### src/rtl/divider_unit_if.sv
// Handshake and result bundle between the CPU execute stage and divider_unit.
// Latency: none; wires only.
// Backpressure: the master issues with start and must hold off while busy is high; done pulses once.
interface divider_unit_if #(
  parameter int WIDTH = 32
);
  logic             start;
  logic [WIDTH-1:0] a;
  logic [WIDTH-1:0] b;
  logic [1:0]       op;
  logic             busy;
  logic             done;
  logic [WIDTH-1:0] c;
  logic             is_zero;
  logic             is_negative;
  logic             div_by_zero;

  modport master (
    output start, a, b, op,
    input  busy, done, c, is_zero, is_negative, div_by_zero
  );

  modport slave (
    input  start, a, b, op,
    output busy, done, c, is_zero, is_negative, div_by_zero
  );
endinterface

### src/rtl/divider_unit.sv
// Multi-cycle restoring divider (one quotient bit per clock); DIVIDER_SIGNED_EN enables op[1] signed mode.
// Latency: done pulses WIDTH+3 cycles after the accepting edge (3 cycles when the divisor is zero).
// Backpressure: start is only sampled in IDLE; requests while busy or during done are dropped, not queued.
module divider_unit #(
  parameter int WIDTH = 32
) (
  input  logic           clk,
  input  logic           resetn,
  divider_unit_if.slave  bus
);
  localparam int CW = $clog2(WIDTH);

  typedef enum logic [2:0] {IDLE, PREP, ITER, FIXUP, DONE} state_t;

  state_t           state;
  state_t           state_nxt;
  logic             busy;
  logic             done;

  logic [WIDTH-1:0] a_q;
  logic [WIDTH-1:0] b_q;
  logic             op_rem_q;
  logic [WIDTH-1:0] dvs;
  logic [WIDTH-1:0] quo;
  logic [WIDTH-1:0] rem;
  logic [CW-1:0]    cnt;

  logic [WIDTH-1:0] c_q;
  logic             is_zero_q;
  logic             is_negative_q;
  logic             div_by_zero_q;

  logic [WIDTH-1:0] a_mag;
  logic [WIDTH-1:0] b_mag;
  logic [WIDTH-1:0] q_fix;
  logic [WIDTH-1:0] r_fix;
  logic [WIDTH-1:0] res;
  logic [WIDTH:0]   rem_sh;
  logic [WIDTH:0]   trial;
  logic             b_zero;

`ifdef DIVIDER_SIGNED_EN
  logic op_sgn_q;
  logic a_neg;
  logic b_neg;

  // Signs only matter for a signed op; magnitudes feed the unsigned core.
  assign a_neg = op_sgn_q & a_q[WIDTH-1];
  assign b_neg = op_sgn_q & b_q[WIDTH-1];
  assign a_mag = a_neg ? -a_q : a_q;
  assign b_mag = b_neg ? -b_q : b_q;
  // Truncating division: quotient sign is the XOR of operand signs, remainder follows the dividend.
  assign q_fix = (a_neg ^ b_neg) ? -quo : quo;
  assign r_fix = a_neg ? -rem : rem;
`else
  logic unused_op_sgn;

  assign unused_op_sgn = bus.op[1];
  assign a_mag = a_q;
  assign b_mag = b_q;
  assign q_fix = quo;
  assign r_fix = rem;
`endif

  // Restoring step: shift one dividend bit into the partial remainder and try the subtract one bit wider.
  assign rem_sh = {rem, quo[WIDTH-1]};
  assign trial  = rem_sh - {1'b0, dvs};

  // Divide by zero returns all-ones quotient and the untouched dividend as remainder.
  assign b_zero = (b_q == '0);
  assign res    = b_zero ? (op_rem_q ? a_q : '1) : (op_rem_q ? r_fix : q_fix);

  assign bus.busy        = busy;
  assign bus.done        = done;
  assign bus.c           = c_q;
  assign bus.is_zero     = is_zero_q;
  assign bus.is_negative = is_negative_q;
  assign bus.div_by_zero = div_by_zero_q;

  // State register.
  always_ff @(posedge clk) begin
    if (!resetn) state <= IDLE;
    else         state <= state_nxt;
  end

  // Next-state and status decode; busy covers PREP..FIXUP, done is the single DONE cycle.
  always_comb begin
    state_nxt = state;
    busy      = 1'b0;
    done      = 1'b0;
    case (state)
      IDLE:  if (bus.start) state_nxt = PREP;
      PREP: begin
        busy      = 1'b1;
        state_nxt = b_zero ? FIXUP : ITER;
      end
      ITER: begin
        busy = 1'b1;
        if (cnt == CW'(WIDTH - 1)) state_nxt = FIXUP;
      end
      FIXUP: begin
        busy      = 1'b1;
        state_nxt = DONE;
      end
      DONE: begin
        done      = 1'b1;
        state_nxt = IDLE;
      end
      default: state_nxt = IDLE;
    endcase
  end

  // Operand capture, iteration datapath and result registers.
  always_ff @(posedge clk) begin
    if (!resetn) begin
      a_q           <= '0;
      b_q           <= '0;
      op_rem_q      <= 1'b0;
      dvs           <= '0;
      quo           <= '0;
      rem           <= '0;
      cnt           <= '0;
      c_q           <= '0;
      is_zero_q     <= 1'b0;
      is_negative_q <= 1'b0;
      div_by_zero_q <= 1'b0;
`ifdef DIVIDER_SIGNED_EN
      op_sgn_q      <= 1'b0;
`endif
    end else begin
      case (state)
        IDLE: begin
          if (bus.start) begin
            a_q      <= bus.a;
            b_q      <= bus.b;
            op_rem_q <= bus.op[0];
`ifdef DIVIDER_SIGNED_EN
            op_sgn_q <= bus.op[1];
`endif
          end
        end
        PREP: begin
          dvs <= b_mag;
          quo <= a_mag;
          rem <= '0;
          cnt <= '0;
        end
        ITER: begin
          cnt <= cnt + 1'b1;
          if (!trial[WIDTH]) begin
            rem <= trial[WIDTH-1:0];
            quo <= {quo[WIDTH-2:0], 1'b1};
          end else begin
            rem <= rem_sh[WIDTH-1:0];
            quo <= {quo[WIDTH-2:0], 1'b0};
          end
        end
        FIXUP: begin
          c_q           <= res;
          is_zero_q     <= (res == '0);
          is_negative_q <= res[WIDTH-1];
          div_by_zero_q <= b_zero;
        end
        default: ;
      endcase
    end
  end
endmodule

### src/flat_wrapper.sv
// flat-port wrapper written by rule: the top's interface ports become plain ports
module divider_unit_flat 
#(
  parameter int WIDTH = 32
)
  (clk, resetn, bus_start, bus_a, bus_b, bus_op, bus_busy, bus_done, bus_c, bus_is_zero, bus_is_negative, bus_div_by_zero);
  divider_unit_if #(.WIDTH(WIDTH)) bus_i ();
  input  logic clk;
  input  logic resetn;
  input wire logic [$bits(bus_i.start)-1:0] bus_start;
  input wire logic [$bits(bus_i.a)-1:0] bus_a;
  input wire logic [$bits(bus_i.b)-1:0] bus_b;
  input wire logic [$bits(bus_i.op)-1:0] bus_op;
  output wire logic [$bits(bus_i.busy)-1:0] bus_busy;
  output wire logic [$bits(bus_i.done)-1:0] bus_done;
  output wire logic [$bits(bus_i.c)-1:0] bus_c;
  output wire logic [$bits(bus_i.is_zero)-1:0] bus_is_zero;
  output wire logic [$bits(bus_i.is_negative)-1:0] bus_is_negative;
  output wire logic [$bits(bus_i.div_by_zero)-1:0] bus_div_by_zero;
  assign bus_i.start = bus_start;
  assign bus_i.a = bus_a;
  assign bus_i.b = bus_b;
  assign bus_i.op = bus_op;
  assign bus_busy = bus_i.busy;
  assign bus_done = bus_i.done;
  assign bus_c = bus_i.c;
  assign bus_is_zero = bus_i.is_zero;
  assign bus_is_negative = bus_i.is_negative;
  assign bus_div_by_zero = bus_i.div_by_zero;
  divider_unit #(.WIDTH(WIDTH)) u_core (.clk(clk), .resetn(resetn), .bus(bus_i));
endmodule
### config.mk
export PLATFORM = sky130hd
export DESIGN_NAME = divider_unit_flat
export DESIGN_NICKNAME = d
export VERILOG_FILES = /design/src/rtl/divider_unit_if.sv /design/src/rtl/divider_unit.sv /design/src/flat_wrapper.sv
export SDC_FILE = /design/constraint.sdc
export NUM_CORES = 1
export LEC_CHECK = 0
export ABC_AREA = 1
export CORE_MARGIN = 4
export CORE_UTILIZATION = 40
export DETAILED_ROUTE_END_ITERATION = 6
export MAX_ROUTING_LAYER = met4
export PLACE_DENSITY_LB_ADDON = 0.08
export RECOVER_POWER = 100
export REMOVE_ABC_BUFFERS = 1
export SETUP_SLACK_MARGIN = 0.2
export SLEW_MARGIN = 30
export SYNTH_ARGS = -nofsm -noshare
export SYNTH_HDL_FRONTEND = slang
export SYNTH_SLANG_ARGS = --single-unit
### constraint.sdc
create_clock -name clk -period 3.3 [get_ports clk]
set_clock_uncertainty 0.2 [all_clocks]
set_input_delay 0.66 -clock clk [delete_from_list [all_inputs] [get_ports clk]]
set_output_delay 0.66 -clock clk [all_outputs]
set_load 0.02 [all_outputs]
Figure 1. Layout detail.
Region (72, 107) to (102, 137) um. Cells in gray, sequential cells in the stronger gray; small squares are vias.
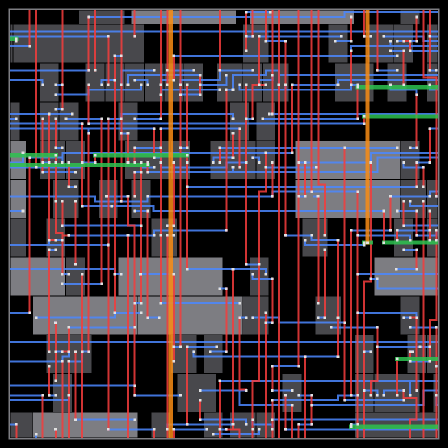
Red is met2. Blue is met1. Green is met3. Orange is met4.
68 logic cells have their middle in the window. Sequential cells in the window: 8. Netlist names of flops here include `u_core.q_fix` (5), `u_core.a_mag` (3). Most frequent: nand2_1 (17), nor2_1 (14), dfxtp_1 (8).

Figure 2. Logic cells by family.
(3 px per um)
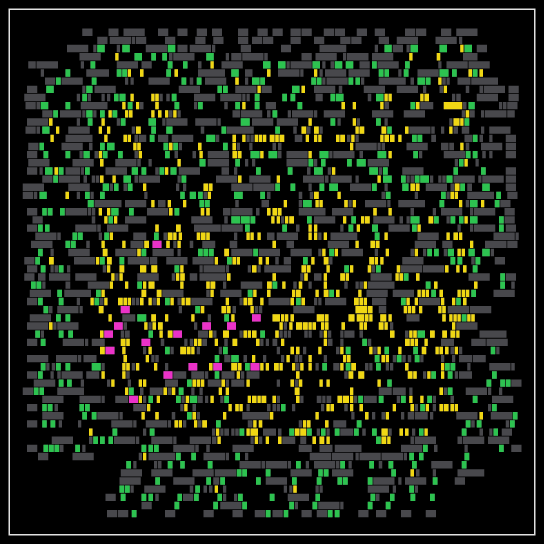
Green is inverting AOI/OAI gates, cells 415, most used a21oi_1, where all over the die. Yellow is NAND gates, cells 522, most used nand2_1. Magenta is XOR/XNOR gates, cells 15, most used xor2_1.

Figure 3. Routed metal, one color a layer.
(2 px per um) Only two layers are drawn.
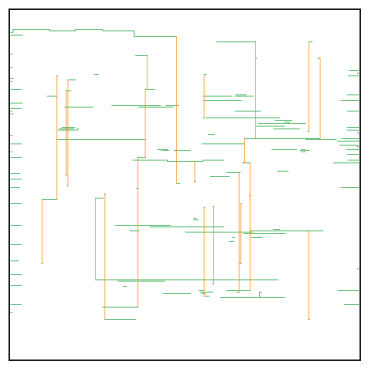
Orange is met4, wire length 950 um. Green is met3, wire length 1260 um.

==> CHANGELOG.md <==
### Changed

- Max clock buf depth: 3
- Clk network pwr share: 26.3%
- Complex Gates by Area: 20.4%
- Internal Power: 5.29 mW
- Cell taking the most area after synthesis: dfxtp_1
- Yosys stat area: 11100 um2
- Reg2Reg Setup Slack: 0.39 ns
- Top Usage Layer GRT: met2
- Clk sink count: 203
- Filler cell count: 2905
- Hold_ws: 0.257 ns
- Switching share of power: 40.8%
- CTS root buf: clkbuf_16
- Switching power: 3.64 mW
- Routed WL: 32000 um
- Final min period: 2.91 ns
- RSZ-0062 raised after global routing: false
- GP Congestion: 0.945
- Startpoint Class: flop
- Max Slew Vio Count: 91
- Drt wl/cell: 14.8 um
- Failing checks: capacitance limit, slew limit
- Total GRT Usage: 21.1%
- Critical path type: reg2reg
- Routed wl met2: 14700 um
- Largest net degree at the start of global routing: 91
- Final-report setup violation count: 0
- Detail Route Antenna Nets: 0
- Design area: 13100 um2
- Max Cap Viol: 1
- CTS resizes: 0
- Basic Gates by Area: 25.1%
- WL met1: 15100 um
- Yosys reg bits: 203
- CP endpoint kind: flop
- GR Overflow Total: 0
- Sequential area share after synthesis: 36.6%
- Worst r2r dst: u_core.r_fix[2]
- Crit path max fanout: 25
- First-pass GRT wire length: 52500 um
- Insertion Delay late pin: 0.51 ns
- Hold endpoint: u_core.b_mag[4]
- Worst reg-to-reg path cell count: 18
- Synth Cell Area: 11100 um2
- Status: finished, violations left
- First-pass DRT Iterations: 6
- Number of cells on the critical path: 18
-- synth_stat cells (all sizes together) --
cell type / n
nand2: 433
inv: 270
dfxtp: 203
a21oi: 185
o21ai: 160
nor2: 150
nand3: 79
clkbuf: 63
ha: 34
o211ai: 28
buf: 23
a221oi: 17
o22ai: 16
nor3: 13
xor2: 11
o21bai: 7
nand4: 6
nand3b: 4
xnor2: 4
mux2i: 2
a211oi: 1
a31oi: 1
fa: 1
nor3b: 1
or2: 1
-- flip-flops by register name (all words and copies together) (netlist names) --
signal                  cells
u_core.dvs                 32
u_core.r_fix               32
u_core.op_rem_q             1
u_core.state                3
u_core.bus.is_zero          1
u_core.bus.c               32
u_core.q_fix               32
u_core.b_mag               32
u_core.cnt                  5
u_core.bus.div_by_zero      1
u_core.a_mag               32
-- layout make-up --
class	count	share of cell area, %
Clock buffer	34	5.01
Multi-Input combinational cell	1154	43.2
Inverter	270	7.72
Timing Repair Buffer	130	9.42
Clock inverter	4	0.153
Sequential cell	203	31.0
Tap cell	372	3.55
-- power by group through the flow --
stage | logic [mW] | clock network, mW | registers (mW)
after floorplan | 2.49 | 0 | 2.96
after global placement | 3.63 | 0 | 2.96
after detailed placement | 3.65 | 0 | 2.96
after CTS | 3.67 | 2.43 | 2.91
after global routing | 4.19 | 2.53 | 2.94
final | 3.66 | 2.35 | 2.91
-- stage by stage --
stage                     total power [mW]  utilization (%)  std cells  TNS (ns)  setup WS [ns]
after floorplan                       5.45                -       1627    -26.81         -0.377
after global placement                6.59             45.9       2129         0          0.478
after detailed placement              6.61             45.9       2129         0          0.439
after CTS                             9.01             48.4       2167         0          0.410
after global routing                  9.66             48.3       2167         0          0.124
final                                 8.93             48.3       2167         0          0.393
Power and IR drop assume default switching activity.
